==> config.mk <==
export PLATFORM = sky130hd
export DESIGN_NAME = if_stage
export DESIGN_NICKNAME = d
export VERILOG_FILES = /design/src/rtl/core_pkg.sv /design/src/rtl/fetch_fifo.sv /design/src/rtl/if_stage.sv
export SDC_FILE = /design/constraint.sdc
export NUM_CORES = 1
export LEC_CHECK = 0
export CAP_MARGIN = 20
export CORE_ASPECT_RATIO = 0.9
export CORE_UTILIZATION = 52
export DETAILED_ROUTE_END_ITERATION = 6
export GPL_TIMING_DRIVEN = 0
export PLACE_DENSITY = 0.93
export SLEW_MARGIN = 25
export SYNTH_ARGS = -nofsm -noshare
export SYNTH_HDL_FRONTEND = slang
export SYNTH_SLANG_ARGS = --single-unit
==> constraint.sdc <==
create_clock -name clk -period 4.7 [get_ports clk]
set_input_delay 1.175 -clock clk [delete_from_list [all_inputs] [get_ports clk]]
set_output_delay 1.175 -clock clk [all_outputs]
set_load 0.05 [all_outputs]
==> src/rtl/core_pkg.sv <==
// Shared core definitions: fetch buffer entry type and fetch-related constants.
package core_pkg;

  localparam logic [31:0] DEFAULT_RESET_PC = 32'h0000_0000;
  localparam logic [31:0] INSTR_NOP        = 32'h0000_0013;  // addi x0, x0, 0

  // One buffered fetch result: the word and the address it came from.
  typedef struct packed {
    logic [31:0] pc;
    logic [31:0] instr;
  } fetch_entry_t;

  // Instruction addresses are word aligned; the low two bits are dropped.
  function automatic logic [31:0] align_pc(input logic [31:0] pc);
    return {pc[31:2], 2'b00};
  endfunction

endpackage

==> src/rtl/fetch_fifo.sv <==
// Two-entry FIFO of fetched {pc, instr} pairs between instruction memory and decode.
module fetch_fifo
  import core_pkg::*;
(
  input  logic         clk,
  input  logic         rst,
  input  logic         push,
  input  fetch_entry_t push_data,
  input  logic         pop,
  input  logic         flush,
  output logic [1:0]   count,
  output fetch_entry_t head
);

  fetch_entry_t mem [2];
  logic         wr_ptr;
  logic         rd_ptr;
  logic [1:0]   count_q;

  // Entry storage write.
  // NOTE: the data array has no reset; validity is carried by count_q, so
  // clearing the payload would only add reset fan-out for no behavioural gain.
  always_ff @(posedge clk) begin
    if (push && !flush) begin
      mem[wr_ptr] <= push_data;
    end
  end

  // Pointer and occupancy tracking; flush empties the buffer in one cycle.
  // NOTE: sequential state uses non-blocking assignments so every flop samples
  // the pre-edge values regardless of statement order.
  always_ff @(posedge clk or posedge rst) begin
    if (rst) begin
      wr_ptr  <= 1'b0;
      rd_ptr  <= 1'b0;
      count_q <= 2'd0;
    end else if (flush) begin
      wr_ptr  <= 1'b0;
      rd_ptr  <= 1'b0;
      count_q <= 2'd0;
    end else begin
      if (push) wr_ptr <= ~wr_ptr;
      if (pop)  rd_ptr <= ~rd_ptr;
      count_q <= count_q + {1'b0, push} - {1'b0, pop};
    end
  end

  assign count = count_q;
  assign head  = mem[rd_ptr];

endmodule

==> src/rtl/if_stage.sv <==
// Instruction fetch stage: issues sequential fetches to a synchronous
// instruction memory, buffers returning words, and offers them to decode
// with a valid/ready handshake. Redirects flush everything in flight.
module if_stage
  import core_pkg::*;
#(
  parameter logic [31:0] RESET_PC = DEFAULT_RESET_PC
) (
  input  logic        clk,
  input  logic        rst,
  output logic        imem_en,
  output logic [31:0] imem_pc,
  input  logic [31:0] imem_instr,
  input  logic        redirect_valid,
  input  logic [31:0] redirect_pc,
  output logic        id_valid,
  input  logic        id_ready,
  output logic [31:0] id_pc,
  output logic [31:0] id_instr
);

  logic [31:0]  pc_q;
  logic         inflight;
  logic [31:0]  inflight_pc;

  logic [1:0]   fifo_count;
  fetch_entry_t fifo_head;
  fetch_entry_t fifo_push_data;
  logic         fifo_empty;
  logic         fifo_push;
  logic         fifo_pop;
  logic         pop;
  logic [2:0]   occupancy;

  assign fifo_empty     = (fifo_count == 2'd0);
  assign imem_pc        = align_pc(pc_q);
  assign fifo_push_data = '{pc: inflight_pc, instr: imem_instr};

  // Offer selection, handshake, buffer control and fetch throttling.
  // NOTE: every output gets a default first so no path through the block
  // leaves a signal unassigned, which would otherwise infer a latch.
  always_comb begin
    id_valid  = 1'b0;
    id_pc     = 32'd0;
    id_instr  = 32'd0;
    pop       = 1'b0;
    fifo_push = 1'b0;
    fifo_pop  = 1'b0;
    imem_en   = 1'b0;
    occupancy = 3'd0;
    if (!rst && !redirect_valid) begin
      if (!fifo_empty) begin
        id_valid = 1'b1;
        id_pc    = fifo_head.pc;
        id_instr = fifo_head.instr;
      end else if (inflight) begin
        // Fall-through: the word arriving from memory goes straight to decode.
        id_valid = 1'b1;
        id_pc    = inflight_pc;
        id_instr = imem_instr;
      end
      pop       = id_valid & id_ready;
      fifo_pop  = pop & ~fifo_empty;
      // A returning word is buffered unless decode takes it directly.
      fifo_push = inflight & ~(pop & fifo_empty);
      // Slots committed after this edge; a new fetch needs one to be free.
      occupancy = {1'b0, fifo_count} + {2'b00, inflight} - {2'b00, pop};
      imem_en   = (occupancy < 3'd2);
    end
  end

  // Fetch PC and in-flight tracking; a redirect overrides any issue.
  always_ff @(posedge clk or posedge rst) begin
    if (rst) begin
      pc_q        <= RESET_PC;
      inflight    <= 1'b0;
      inflight_pc <= 32'd0;
    end else if (redirect_valid) begin
      pc_q     <= align_pc(redirect_pc);
      inflight <= 1'b0;
    end else begin
      inflight <= imem_en;
      if (imem_en) begin
        inflight_pc <= imem_pc;
        pc_q        <= imem_pc + 32'd4;
      end
    end
  end

  fetch_fifo u_fifo (
    .clk       (clk),
    .rst       (rst),
    .push      (fifo_push),
    .push_data (fifo_push_data),
    .pop       (fifo_pop),
    .flush     (redirect_valid),
    .count     (fifo_count),
    .head      (fifo_head)
  );

endmodule

==> run_1/ff_map.png <==
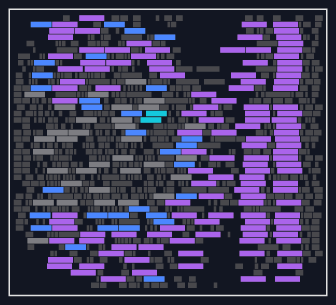
Purple shows `u_fifo.mem`, placed flops 124, where spread over the die. Cyan shows `u_fifo.count`, placed flops 2. Blue shows `inflight_pc`, placed flops 30.
Another 33 sequential cells are not colored.

==> run_1/gates.png <==
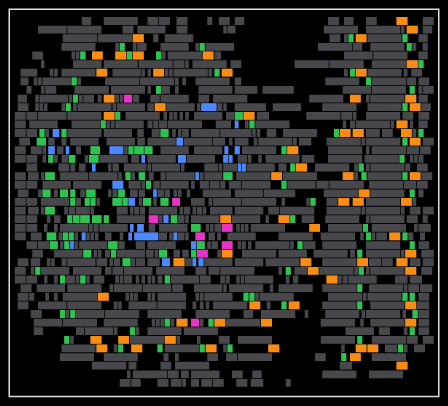
Magenta shows non-inverting ao/oa cells, cells 8, where middle. Green shows aoi and oai cells, cells 117, where spread over the die. Blue shows nor cells, cells 32. Orange shows mux cells, cells 66, where spread over the die.

==> run_1/clock_nets.png <==
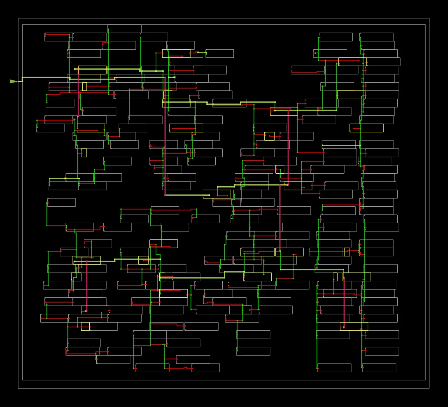
clock sink total: 189
P_clk: 0.00144 W
worst skew pair latency: 440 ps

[run 1: layer usage]
metal	up-vias	routed length, µm
met4	0	538
met2	401	10300
met3	42	2360
li1	2919	-
met5	-	0
met1	3079	8590
[run 1: report_power, final]
| group | switching (W) | total [W] | leakage (nW) | internal [W] |
|---|---|---|---|---|
| combinational | 0.000395 | 0.000620 | 1.94 | 0.000226 |
| sequential | 0.000142 | 0.00207 | 1.94 | 0.00192 |
| clock | 0.000607 | 0.00144 | 0.281 | 0.000836 |
| total | 0.00114 | 0.00413 | 4.16 | 0.00299 |
[run 1: stage by stage]
| step | cell area, µm² | setup TNS [ps] | total power (W) |
|---|---|---|---|
| 2_1_floorplan | 8310 | 0 | 0.00242 |
| 3_3_place_gp | 10200 | -78780 | 0.00266 |
| 3_5_place_dp | 10300 | -35990 | 0.00270 |
| 4_1_cts | 10900 | -210 | 0.00413 |
| 5_1_grt | 10900 | 0 | 0.00426 |
| 6_report | 10900 | 0 | 0.00413 |
[run 1: cells by family (layout without fill, tap and decap cells)]
group | count (synthesis) | after routing
XOR/XNOR | 5 | 5
multiplexers | 66 | 66
flip-flops | 189 | 189
AND-OR/OR-AND | 125 | 125
buffers and inverters | 56 | 253
other | 1 | 4
adder cells (fa/ha/maj) | 5 | 5
AND/OR/NAND/NOR | 260 | 260
[run 1: worst max path at each step]
stage,start,endpoint,slack (ps),cells after the start
finish,redirect_valid,id_pc[16],30,7
global route,redirect_valid,id_pc[16],0.1,7
CTS,id_ready,imem_en,-210,11
detailed placement,id_ready,imem_en,-1280,13
global placement,id_ready,imem_en,-1240,13
floorplan,id_ready,imem_en,100,11
[run 1: layout make-up]
cell class	count	area, µm²	area share
tap	202	253	0.0232
multi-input combinational	465	2730	0.250
sequential	189	5350	0.490
buffer	41	218	0.0200
clock buffer	18	429	0.0393
timing repair buffer	168	1720	0.157
inverter	12	51.3	0.00470
clock inverter	14	166	0.0153
[run 1: cells in the final DEF (no fill, tap or decap), drive strengths merged, types with 3 or more instances in the layout]
| cell type | synthesis | final |
|---|---|---|
| and3 | 8 | 8 |
| ha | 4 | 4 |
| clkinv | 0 | 4 |
| mux2i | 66 | 66 |
| nor3 | 5 | 5 |
| a32oi | 3 | 3 |
| bufinv | 0 | 3 |
| dlygate4sd2 | 0 | 14 |
| inv | 12 | 14 |
| nand4 | 10 | 10 |
| nand3 | 11 | 11 |
| clkbuf | 27 | 58 |
| dfrtp | 65 | 65 |
| edfxtp | 124 | 124 |
| clkinvlp | 0 | 5 |
| a22oi | 4 | 4 |
| xnor2 | 3 | 3 |
| nand2 | 178 | 178 |
| a221o | 3 | 3 |
| a21oi | 6 | 6 |
| o311ai | 8 | 8 |
| conb | 1 | 4 |
| o211ai | 7 | 7 |
| clkdlybuf4s50 | 0 | 95 |
| or3 | 4 | 4 |
| nor4 | 3 | 3 |
| a21o | 3 | 3 |
| buf | 17 | 24 |
| nor2b | 4 | 4 |
| o21ai | 81 | 81 |
| nor2 | 17 | 17 |
| nand2b | 4 | 4 |
| nand3b | 4 | 4 |
| clkdlybuf4s15 | 0 | 32 |
| a31oi | 5 | 5 |
| and2 | 5 | 5 |
==> results.cfg, run 1 <==
; physical design summary
[status]
outcome = finished, final reports clean

[global_routing]
grt_pass1_vias = 6337
met1_usage = 0.364
grt_use_met3 = 0.0637
gr-max-usage-layer = met2
gr-total-overflow = 0
track_usage = 0.274
use_met2 = 0.437
grt_max_degree = 52
grt_first_pass_wirelength_mm = 33.4
antenna_found_initial = 0

[pwr]
leakagePower_nw = 4.16
powerDensity_nw_per_um2 = 378
peakVddDrop_mv = 0.319

[setup_path]
crit_fanout = 10
criticalPathCategory = in -> out
cp_num_buf_inv = 3
critPathCaptureType = output pin
regToRegEndpoint = pc_q[26]$_DFFE_PP0P_
crit_arrival_ps = 3490
r2r_cells = 16
crit_required_ps = 3520
cp_slowest_stage_delay_ps = 590
crit_slowest_cell = clkdlybuf4s50_1
crit_chain = clkdlybuf4s50_1 -> nor2_1 -> and3_2 -> clkbuf_2 -> nand2_1 -> o21ai_0 -> dlygate4sd2_1
worst_setup_path_start_kind = primary input
reg2reg_from = u_fifo.count[1]$_DFF_PP0_
cp_top_family = buffers and inverters
r2r_setup_slack_ps = 990

[timing]
min_period_ps = 4670
slew_headroom = 0.375
setup_ws_ps = 33.2
finClkSkew_ps = 7.67
worst_pin_slew_ps = 938
final_hold_viol_count = 0
rsz0062_at_grt = false
fmax_mhz = 214
finalSetupViolations = 0
final-max-slew-violation-count = 0
period_used_share = 0.993
holdWs_ps = 500

[detailed_routing]
avgViaCountPerCell = 5.81
drt-initial-drc-count = 671
wl_per_cell_um = 19.6
remaining_drc_errors = 0
vias = 6441
first_pass_iters = 5
route.antenna.remaining_nets = 0
drt-total-wl_mm = 21.8

[hold_path]
hold_path.startpoint = inflight_pc[14]$_DFFE_PP0P_
hp-class = reg -> reg
holdPathEnd = u_fifo.mem[0][44]$_DFFE_PP_
whs_path_depth = 0

[job]
max_cap_viol_count = 0
tool_warnings = 29

[placement]
portBuffers = 159
dp.final_hpwl_mm = 14.4
pre_cts_ws_ps = -1280
dp_cells = 1076
gp_congestion = 0.900

[synthesis]
synth_area_um2 = 8290
ys_types = 54
simple_gate_share = 0.140
fa_ha_area_frac = 0.00845
yosys_area_um2 = 8290
syn_inst = 707
ys_seq_share = 0.645
ys_cells = 707
aoi_share = 0.0893
ys_top_logic_family = simple AND/OR/NAND/NOR gates
yosys-top-cells-count = nand2_1, edfxtp_1, o21ai_0
synth_area_per_cell_um2 = 11.7
yosysTopAreaCell = edfxtp_1
mux_area_frac = 0.0797
topCellsByArea = edfxtp_1, dfrtp_1, nand2_1
synth_flops = 189
top_cell_area_share = 0.449
synth-edff-count = 124
xor_share = 0.00619
synthArstFlopShare = 0.344
yosys.cell_count.top_type = nand2_1
synth_warnings = 0
flop_cell = edfxtp_1

[layout]
fin_cells = 1109
area_delta_synth_final_pct = 31.6
finalNetCount = 967
reg_top3 = u_fifo.mem (124), inflight_pc (30), pc_q (30)
diodes = 0
drive_above_1_share = 0.119
fillCellCount = 1063
regMostFlops = u_fifo.mem
final_util = 0.704
largest_reg_flops = 124

[clock_tree]
post_cts_buffers = 0
cts_max_path_buffers = 2
cts_tree = built
path_clk_slew_ps = 70
cts_buffers = 17
hold_buffers = 0
cts_resized = 148
cts_root_buffer = clkbuf_16
cts_htree_levels = 4

[die]
fp_util = 0.535
die_y_um = 122
core-area_um2 = 15500
dieArea_um2 = 16500
io_pins = 166
num_rows = 43
die_w_um = 135
==> run 1 -> run 2 <==
--- a/config.mk
+++ b/config.mk
@@ -5,6 +5,7 @@
 export SDC_FILE = /design/constraint.sdc
 export NUM_CORES = 1
 export LEC_CHECK = 0
+export ABC_CLOCK_PERIOD_IN_PS = 4700
 export CAP_MARGIN = 20
 export CORE_ASPECT_RATIO = 0.9
 export CORE_UTILIZATION = 52
==> run_2/floorplan.png <==
Pins as bars on the die edge.
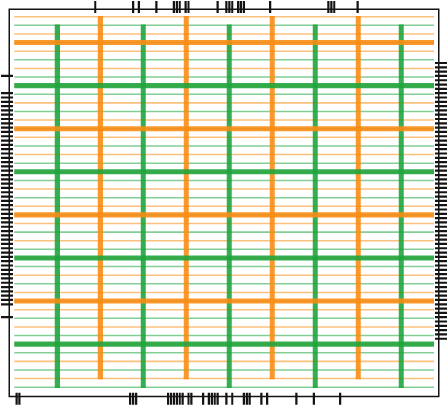
Orange shows VDD. Green shows VSS.
44 met1 rails follow the rows. 9 straps on met4. The core has 43 rows. 8 straps on met5.

==> run_2/gates.png <==
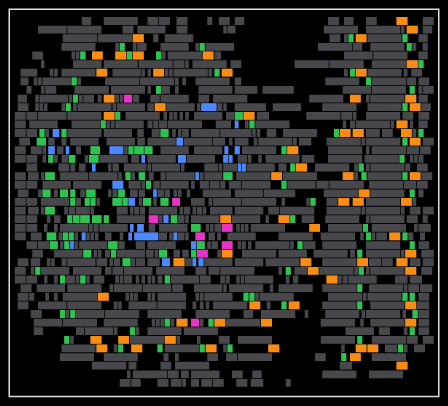
Blue shows nor cells, cells 32. Magenta shows non-inverting ao/oa cells, cells 8, where middle. Orange shows mux cells, cells 66, where spread over the die. Green shows aoi and oai cells, cells 117, where spread over the die.

==> results.cfg, run 2 <==
; physical design summary
[clock_tree]
cts_sinks = 189
cts_root_buffer = clkbuf_16
cts_htree_levels = 4
path_clk_slew_ps = 70
cts_tree = built
cts_max_path_buffers = 2
worstSkewPairLatency_ps = 440

[layout]
layout_top_cells = nand2_1, edfxtp_1, clkdlybuf4s50_1, o21ai_0, mux2i_1
area_delta_synth_final_pct = 31.6
diodes = 0
reg_top3 = u_fifo.mem (124), inflight_pc (30), pc_q (30)
final_common_cell = nand2_1
finalNetCount = 967

[synthesis]
syn_inst = 707
topCellsByArea = edfxtp_1, dfrtp_1, nand2_1
mux_area_frac = 0.0797
fa_ha_area_frac = 0.00845
xor_share = 0.00619
synthArstFlopShare = 0.344
aoi_share = 0.0893
synth_area_per_cell_um2 = 11.7
ys_top_logic_family = simple AND/OR/NAND/NOR gates
ys_seq_share = 0.645
yosys-top-cells-count = nand2_1, edfxtp_1, o21ai_0
ys_types = 54
flop_cell = edfxtp_1
yosys.cell_count.top_type = nand2_1
ys_cells = 707
synth_area_um2 = 8290
simple_gate_share = 0.140
yosys_area_um2 = 8290

[die]
num_rows = 43
dieArea_um2 = 16500
fp_util = 0.535
core-area_um2 = 15500
io_pins = 166
die_y_um = 122

[setup_path]
cp_slowest_stage_delay_ps = 590
cp-endpoint = id_pc[16]
crit_arrival_ps = 3490
cp_top_family = buffers and inverters
crit_slowest_cell = clkdlybuf4s50_1
regToRegEndpoint = pc_q[26]$_DFFE_PP0P_
r2r_setup_slack_ps = 990
r2r_cells = 16
cp_num_buf_inv = 3
worst_setup_path_start_kind = primary input
crit_fanout = 10
crit_cells = 7
crit_required_ps = 3520
reg2reg_from = u_fifo.count[1]$_DFF_PP0_
crit_chain = clkdlybuf4s50_1 -> nor2_1 -> and3_2 -> clkbuf_2 -> nand2_1 -> o21ai_0 -> dlygate4sd2_1

[global_routing]
track_usage = 0.274
antenna_found_initial = 0
grt_first_pass_wirelength_mm = 33.4
gr-total-overflow = 0

[job]
tool_warnings = 29

[pwr]
pwr-share-clk = 0.350
p_comb_frac = 0.150
leakagePower_nw = 4.16
net-switching-power_w = 0.00114

[timing]
rsz0062_at_grt = false
finalSetupViolations = 0
setup_tns_ps = 0
worst_pin_slew_ps = 938
fmax_mhz = 214
final-max-slew-violation-count = 0
setup_ws_ps = 33.2
min_period_ps = 4670
slew_headroom = 0.375

[detailed_routing]
drt-total-wl_mm = 21.8
vias = 6441
remaining_drc_errors = 0
drt-initial-drc-count = 671
wl_per_cell_um = 19.6

[hold_path]
hp-class = reg -> reg
whs_path_depth = 0

[placement]
gp_congestion = 0.900
pre_cts_ws_ps = -1280
dp.final_hpwl_mm = 14.4

[status]
outcome = finished, final reports clean
==> run_2/clock_nets.png <==
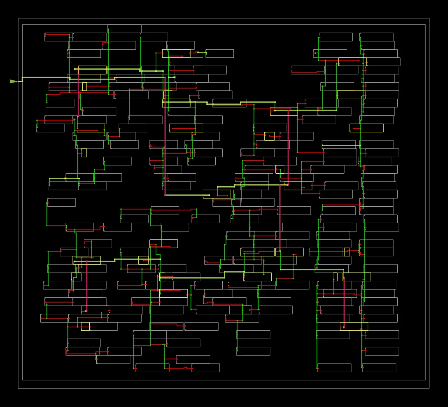
CTS buffer count: 17
clock skew: 7.67 ps

-- run 2: cell counts after synthesis --
Identical to the previous run, type by type.
-- run 2: worst min-delay path by stage --
stage	from	end	slack, ps
finish	inflight_pc[14]$_DFFE_PP0P_	u_fifo.mem[0][44]$_DFFE_PP_	500
global route	inflight_pc[14]$_DFFE_PP0P_	u_fifo.mem[0][44]$_DFFE_PP_	510
CTS	inflight_pc[14]$_DFFE_PP0P_	u_fifo.mem[0][44]$_DFFE_PP_	490
detailed placement	inflight_pc[14]$_DFFE_PP0P_	u_fifo.mem[1][44]$_DFFE_PP_	480
global placement	inflight_pc[11]$_DFFE_PP0P_	u_fifo.mem[0][41]$_DFFE_PP_	470
floorplan	inflight_pc[2]$_DFFE_PP0P_	u_fifo.mem[0][32]$_DFFE_PP_	460
-- run 2: cell type report --
cell class                      instances  area (µm²)  share of cell area
Clock inverter                         14         166              0.0153
Clock buffer                           18         429              0.0393
Multi-Input combinational cell        465        2730               0.250
Sequential cell                       189        5350               0.490
Buffer                                 41         218              0.0200
Timing Repair Buffer                  168        1720               0.157
Tap cell                              202         253              0.0232
Inverter                               12        51.3             0.00470
-- run 2: logic make-up after synthesis --
kind of cell / after synthesis
other cells: 1
compound gates: 125
simple gates: 260
fa+ha+maj: 5
xor+xnor: 5
buf+inv: 56
flops: 189
mux: 66
-- run 2: timing repair --
| item | CTS | global route |
|---|---|---|
| pin swaps | 0 | 3 |
| gates cloned | 0 | 1 |
| setup buffers | 0 | 3 |
| resized | 148 | 52 |
| setup endpoints to repair | 64 | 34 |
| hold buffers | 0 | 0 |
-- run 2: stage by stage --
stage | cells | power, W | utilization | hold WS [ps] | cell area [µm²]
floorplan | 710 | 0.00242 | - | 463 | 8310
global placement | 1071 | 0.00266 | 0.655 | 473 | 10200
detailed placement | 1076 | 0.00270 | 0.664 | 478 | 10300
CTS | 1105 | 0.00413 | 0.703 | 494 | 10900
global route | 1109 | 0.00426 | 0.704 | 513 | 10900
finish | 1109 | 0.00413 | 0.704 | 500 | 10900
-- run 2: power by group through the flow --
stage	Sequential (W)	Combinational, W	Clock [W]
3_5_place_dp	0.00209	0.000605	0
6_report	0.00207	0.000620	0.00144
5_1_grt	0.00208	0.000658	0.00153
4_1_cts	0.00206	0.000611	0.00146
3_3_place_gp	0.00208	0.000581	0
2_1_floorplan	0.00216	0.000256	0
-- run 2: worst reg2reg max path, delay by kind of cell (launching register included) --
kind / cells / cell delay, ps
flops: 1 / 410
buf+inv: 6 / 870
compound gates: 1 / 100
fa+ha+maj: 2 / 780
simple gates: 7 / 1420
-- run 2: per-layer routing --
metal,track usage,part of all wire,vias up
met4,0.108,0.025,0
met3,0.0637,0.11,42
met1,0.364,0.39,3079
met2,0.437,0.47,401
li1,-,-,2919
met5,0,0,-
==> run_2/ff_map.png <==
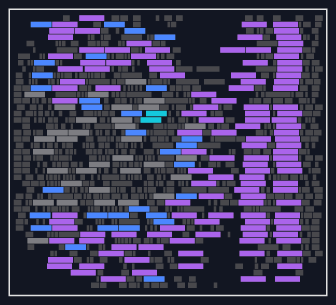

==> run 2 -> run 3 <==
==> constraint.sdc (replaced) <==
create_clock -name clk -period 4.7 [get_ports clk]
set_input_delay 1.175 -clock clk [delete_from_list [all_inputs] [get_ports clk]]
set_output_delay 1.175 -clock clk [all_outputs]
set_load 0.005 [all_outputs]
==> run_3/ff_map.png <==
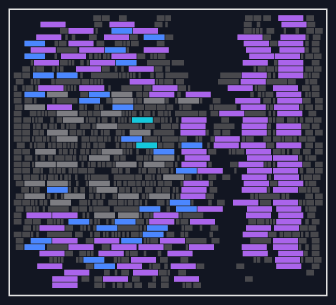
Purple shows `u_fifo.mem`, placed flops 124, where spread over the die. Cyan shows `u_fifo.count`, placed flops 2. Blue shows `inflight_pc`, placed flops 30.

==> run_3/closeup.png <==
Window x 9 to 59, y 66 to 116 µm. Cells in gray, sequential cells in the stronger gray; small squares are vias.
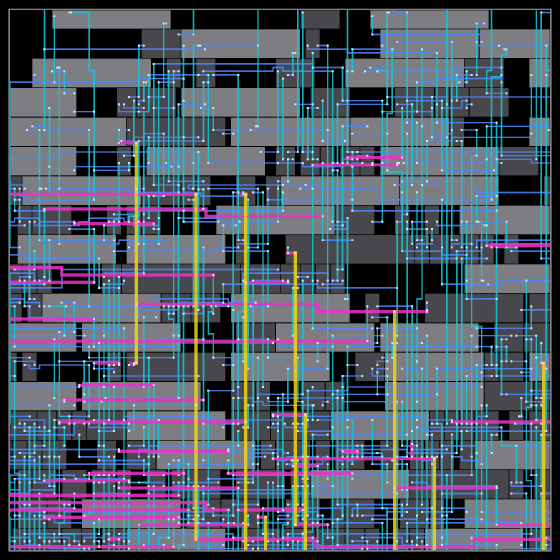
Yellow shows M4. Blue shows M1. Cyan shows M2. Magenta shows M3.
Most frequent: nand2_1 (53), dfrtp_1 (24), edfxtp_1 (19). 183 logic cells have their middle in the window. Sequential cells in the window: 43. Netlist names of flops here include `u_fifo.mem` (19), `inflight_pc` (12), `pc_q` (10).

==> run_3/clock_nets.png <==
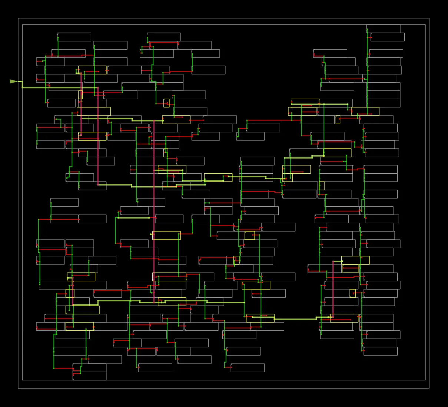
seq_cells: 189
clock skew: 10.5 ps
worst skew pair latency: 430 ps

==> results.cfg, run 3 <==
; physical design summary
[job]
max_cap_viol_count = 0
tool_warnings = 28

[layout]
finalNetCount = 968
area_delta_synth_final_pct = 32.5
layout_top_cells = nand2_1, clkdlybuf4s50_1, edfxtp_1, o21ai_0, mux2i_1
fillCellCount = 1028
regMostFlops = u_fifo.mem
largest_reg_flops = 124
finalInstanceArea_um2 = 11000
final_common_cell = nand2_1
drive_above_1_share = 0.0837
diodes = 0
final_util = 0.709
reg_top3 = u_fifo.mem (124), inflight_pc (30), pc_q (30)

[clock_tree]
path_clk_slew_ps = 70
cts_buffers = 17
cts_sinks = 189
cts_root_buffer = clkbuf_16
cts_tree = built
cts_htree_levels = 4
cts_max_path_buffers = 2

[die]
fp_util = 0.535
core-area_um2 = 15500
num_rows = 43
dieArea_um2 = 16500
die_y_um = 122
die_w_um = 135
io_pins = 166

[pwr]
swShare = 0.238
peakVddDrop_mv = 0.328
leakagePower_nw = 4.06
powerDensity_nw_per_um2 = 363
p_seq_frac = 0.518
p_int_w = 0.00304
p_comb_frac = 0.114
net-switching-power_w = 0.000948
pwr-share-clk = 0.367

[setup_path]
crit_arrival_ps = 3450
crit_fanout = 5
crit_required_ps = 3520
criticalPathCategory = in -> out
worst_setup_path_start_kind = primary input
critPathCaptureType = output pin

[placement]
gp_congestion = 0.899
placed_area_um2 = 10300
pre_cts_ws_ps = -920
portBuffers = 159
dp.final_hpwl_mm = 14.0

[timing]
worst_pin_slew_ps = 966
final-max-slew-violation-count = 0
holdWs_ps = 491
min_period_ps = 4620
setup_ws_ps = 79.2
rsz0062_at_grt = false
final_hold_viol_count = 0
slew_headroom = 0.356
setup_tns_ps = 0
fmax_mhz = 216
period_used_share = 0.983
finalSetupViolations = 0

[detailed_routing]
avgViaCountPerCell = 5.82
wl_per_cell_um = 19.3
drt-initial-drc-count = 697
drt-total-wl_mm = 21.5
route.antenna.remaining_nets = 0
vias = 6462
remaining_drc_errors = 0
first_pass_iters = 5

[synthesis]
syn_inst = 707
ys_seq_share = 0.645
yosys.cell_count.top_type = nand2_1
topCellsByArea = edfxtp_1, dfrtp_1, nand2_1
synth-edff-count = 124
synth_area_per_cell_um2 = 11.7
ys_cells = 707
flop_cell = edfxtp_1
synth_area_um2 = 8290
synthArstFlopShare = 0.344
synth_flops = 189
yosysTopAreaCell = edfxtp_1
yosys-top-cells-count = nand2_1, edfxtp_1, o21ai_0
top_cell_area_share = 0.449
ys_types = 54
yosys_area_um2 = 8290
synth_warnings = 0

[global_routing]
grt_max_degree = 52
grt_first_pass_wirelength_mm = 32.9
track_usage = 0.271
grt_pass1_vias = 6172
gr-total-overflow = 0
antenna_found_initial = 0

[status]
outcome = finished, final reports clean

[hold_path]
hp-class = reg -> reg
==> run 3: netlist changes by cell type in the layout (fill, tap and decap cells not counted), moves of 3 or more <==
cell             change
clkinvlp_4           -3
clkdlybuf4s50_1     +62
clkbuf_2            -13
dlygate4sd2_1       -13
clkdlybuf4s15_1     -13
clkdlybuf4s15_2     -19
==> run 3: repair_timing <==
action                     4_1_cts  5_1_grt
setup endpoints to repair       61       20
cloned                           1        0
gates resized                   20        4
setup buffers                    4        0
pin swaps                        4        0
hold buffers                     0        0
==> run 3: area by class of cell <==
cell class | instances | area, µm² | share of cell area
flip-flops and latches | 189 | 5350 | 0.487
multi-input cells | 465 | 2730 | 0.249
repair buffers | 169 | 1770 | 0.161
clock buffers | 21 | 472 | 0.0429
well taps | 202 | 253 | 0.0230
plain buffers | 41 | 219 | 0.0199
clock inverters | 11 | 139 | 0.0126
inverters | 12 | 47.5 | 0.00433
==> run 3: cells by family after synthesis <==
| group | synth area share |
|---|---|
| multiplexers | 0.0797 |
| AND/OR/NAND/NOR | 0.140 |
| adder cells (fa/ha/maj) | 0.00845 |
| flip-flops | 0.645 |
| AND-OR/OR-AND | 0.0893 |
| XOR/XNOR | 0.00619 |
| other | 0.000452 |
| buffers and inverters | 0.0306 |
==> run 3: critical path, stage by stage <==
cell and delay, ps:
dlygate4sd2_1 240, inv_1 70, nor2_1 40, ha_1 300
nand2b_4 140, fa_1 510, or3b_4 410, or2_4 290
buf_12 140, inv_1 40, buf_2 100
==> run 3: power groups by stage <==
stage | Combinational, W | Sequential (W) | Clock (W)
after floorplan | 0.000197 | 0.00205 | 0
after global placement | 0.000405 | 0.00208 | 0
after detailed placement | 0.000427 | 0.00209 | 0
after CTS | 0.000454 | 0.00206 | 0.00148
after global routing | 0.000490 | 0.00208 | 0.00155
final | 0.000456 | 0.00207 | 0.00146
==> run 3: layer usage <==
| metal | track usage | vias to the layer above | part of all wire |
|---|---|---|---|
| li1 | - | 2915 | - |
| met5 | 0 | - | 0 |
| met4 | 0.108 | 0 | 0.029 |
| met2 | 0.441 | 424 | 0.48 |
| met1 | 0.353 | 3073 | 0.39 |
| met3 | 0.0620 | 50 | 0.096 |
==> run 3: stage by stage <==
step	power [W]	cells
after floorplan	0.00225	710
after global placement	0.00249	1071
after detailed placement	0.00252	1076
after CTS	0.00399	1110
after global routing	0.00412	1110
final	0.00399	1110
==> run 3: final timing paths <==
kind / start / cells past startpoint / slack, ps / endpoint
max: id_ready / 11 / 80 / imem_en
max in group asynchronous: rst / 3 / 2980 / inflight_pc[23]$_DFFE_PP0P_
min reg2reg: inflight_pc[24]$_DFFE_PP0P_ / 0 / 490 / u_fifo.mem[0][54]$_DFFE_PP_
min: inflight_pc[24]$_DFFE_PP0P_ / 0 / 490 / u_fifo.mem[0][54]$_DFFE_PP_
min in group asynchronous: rst / 2 / 1190 / inflight_pc[21]$_DFFE_PP0P_
max reg2reg: u_fifo.count[1]$_DFF_PP0_ / 13 / 870 / pc_q[25]$_DFFE_PP0P_
Power and IR drop assume default switching activity.
